==> config.mk <==
export PLATFORM = sky130hd
export DESIGN_NAME = rr_mux_pipe_flat
export DESIGN_NICKNAME = d
export VERILOG_FILES = /design/src/rtl/rr_mux_pipe_if.sv /design/src/rtl/rr_mux_pipe.sv /design/src/flat_wrapper.sv
export SDC_FILE = /design/constraint.sdc
export NUM_CORES = 1
export LEC_CHECK = 0
export CORE_MARGIN = 2
export CORE_UTILIZATION = 40
export CTS_CLUSTER_SIZE = 25
export DETAILED_ROUTE_END_ITERATION = 16
export PLACE_DENSITY = 0.87
export REMOVE_ABC_BUFFERS = 1
export SLEW_MARGIN = 5
export SYNTH_ARGS = -nofsm -noshare
export SYNTH_HDL_FRONTEND = slang
export SYNTH_SLANG_ARGS = --single-unit
==> constraint.sdc <==
create_clock -name clk -period 5.74 [get_ports clk]
set_input_delay 1.148 -clock clk [delete_from_list [all_inputs] [get_ports clk]]
set_output_delay 1.148 -clock clk [all_outputs]
set_load 0.01 [all_outputs]
Wiring by layer:
Scale: 3 px per µm.
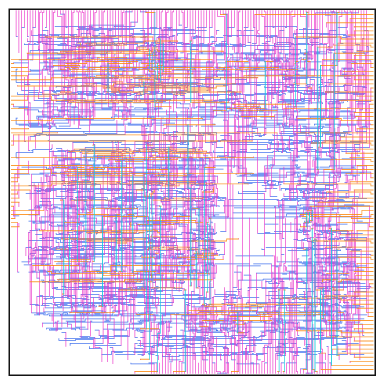
met2: marked magenta, wire length 13200 µm. met1: marked blue, wire length 11000 µm. met4: marked cyan, wire length 1370 µm. met3: marked orange, wire length 3900 µm.
Vias: 7626
Tot GR Track Use: 0.3798
final wirelength: 29470 µm
average wire per standard cell: 24.42 µm

Track usage over the die:
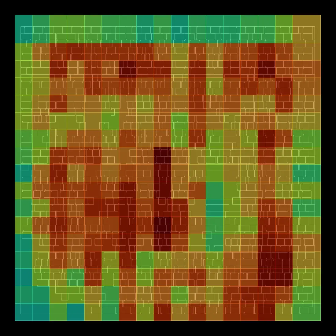
met1 track demand over resource in global routing: 0.4635
GR peak layer: met2
post-layout utilization of the core: 0.7117
routing usage on met3: 0.1199

==> impl.org <==
#+TITLE: Physical design notes

** Status
- Run status :: complete, no violations

** Critical path
- Data arrival time of the critical path :: 4.54 ns
- Worst reg2reg setup slack :: 1.08 ns
- Looking at the critical path, the highest net fanout was 10.

** Die
- Die outline height :: 121.5 µm
- Number of ports placed on the die boundary :: 315

** Synthesis
- Yosys reports that the most numerous cell types are 75 x sky130_fd_sc_hd__mux2i_1, 48 x sky130_fd_sc_hd__clkbuf_1, 41 x sky130_fd_sc_hd__nand2_1, 37 x sky130_fd_sc_hd__nand3_1, 36 x sky130_fd_sc_hd__dfrtp_1.
- Seq/Total Area, Yosys :: 0.1773

** Finish
- Layout overhead on the synthesized area :: 71.92%
- The register with the most flip-flops in the layout has 32 of them.
- In the final layout, the share of cells above drive strength 1 is 0.1515.

** Final timing
- Final tally of max-slew violations :: 0

** Power
- The net switching power in the latest report is 2.555 mW.
- For this design the static power due to leakage is 3.716 nW.
- Internal Dissipation :: 2.466 mW
- Combinational cells consume a total of 4.16 mW.
- Of the total power, the share spent switching nets is 0.5089.

** Clock network
- The clock tree synthesis step divided the H-tree into 2 levels.
- After clock tree synthesis, the setup repair step added 0 buffers.
- Count of clock tree sinks :: 39

** GRT
- The first global-routing pass estimated 42860 µm of wire.
## layer usage
metal	global-route usage	wire length (µm)	vias up
met2	0.6117	13250	535
li1	-	-	3445
met4	0.1753	1374	0
met3	0.1199	3896	113
met5	0	0	-
met1	0.4635	10950	3533
## worst max-delay path: cells and delay by family
family	cells	cell delay, ns
buffers and inverters	6	1.77
AOI/OAI and AO/OA	5	1.19
and+or+nand+nor	4	0.41
## stage by stage
step / power, mW / TNS [ns] / area (µm²) / hold WS [ns] / cells
floorplan: 2.778 / -56.47 / 5154 / 0.5152 / 619
global placement: 4.454 / -0.05173 / 9221 / 0.4632 / 1198
detailed placement: 4.492 / -0.1752 / 9221 / 0.4698 / 1198
CTS: 4.853 / 0 / 9407 / 0.4841 / 1206
global route: 5.288 / -0.02318 / 9499 / 0.5279 / 1207
finish: 5.021 / 0 / 9499 / 0.4819 / 1207
## what timing repair did
item | 4_1_cts | 5_1_grt
gates cloned | 0 | 0
setup endpoints to repair | 6 | 8
resized | 4 | 25
pin swaps | 0 | 1
endpoints found under the hold margin | 0 | 0
hold buffers | 0 | 0
## logic make-up after synthesis
group	count (synthesis)	synth area share
AOI/OAI and AO/OA	261	0.3558
muxes	92	0.1746
DFF	39	0.1773
buffers and inverters	88	0.07337
adders and majority gates	7	0.01585
and+or+nand+nor	211	0.2031
## layout make-up
class / count / area (µm²)
Sequential cell: 39 / 979.7
Antenna cell: 1 / 2.502
Timing Repair Buffer: 403 / 3819
Multi-Input combinational cell: 571 / 4275
Inverter: 9 / 33.78
Tap cell: 176 / 220.2
Clock buffer: 5 / 125.1
Clock inverter: 3 / 43.79
Fill cell: 1083 / 3849
Power is estimated from default activity; no workload was simulated.
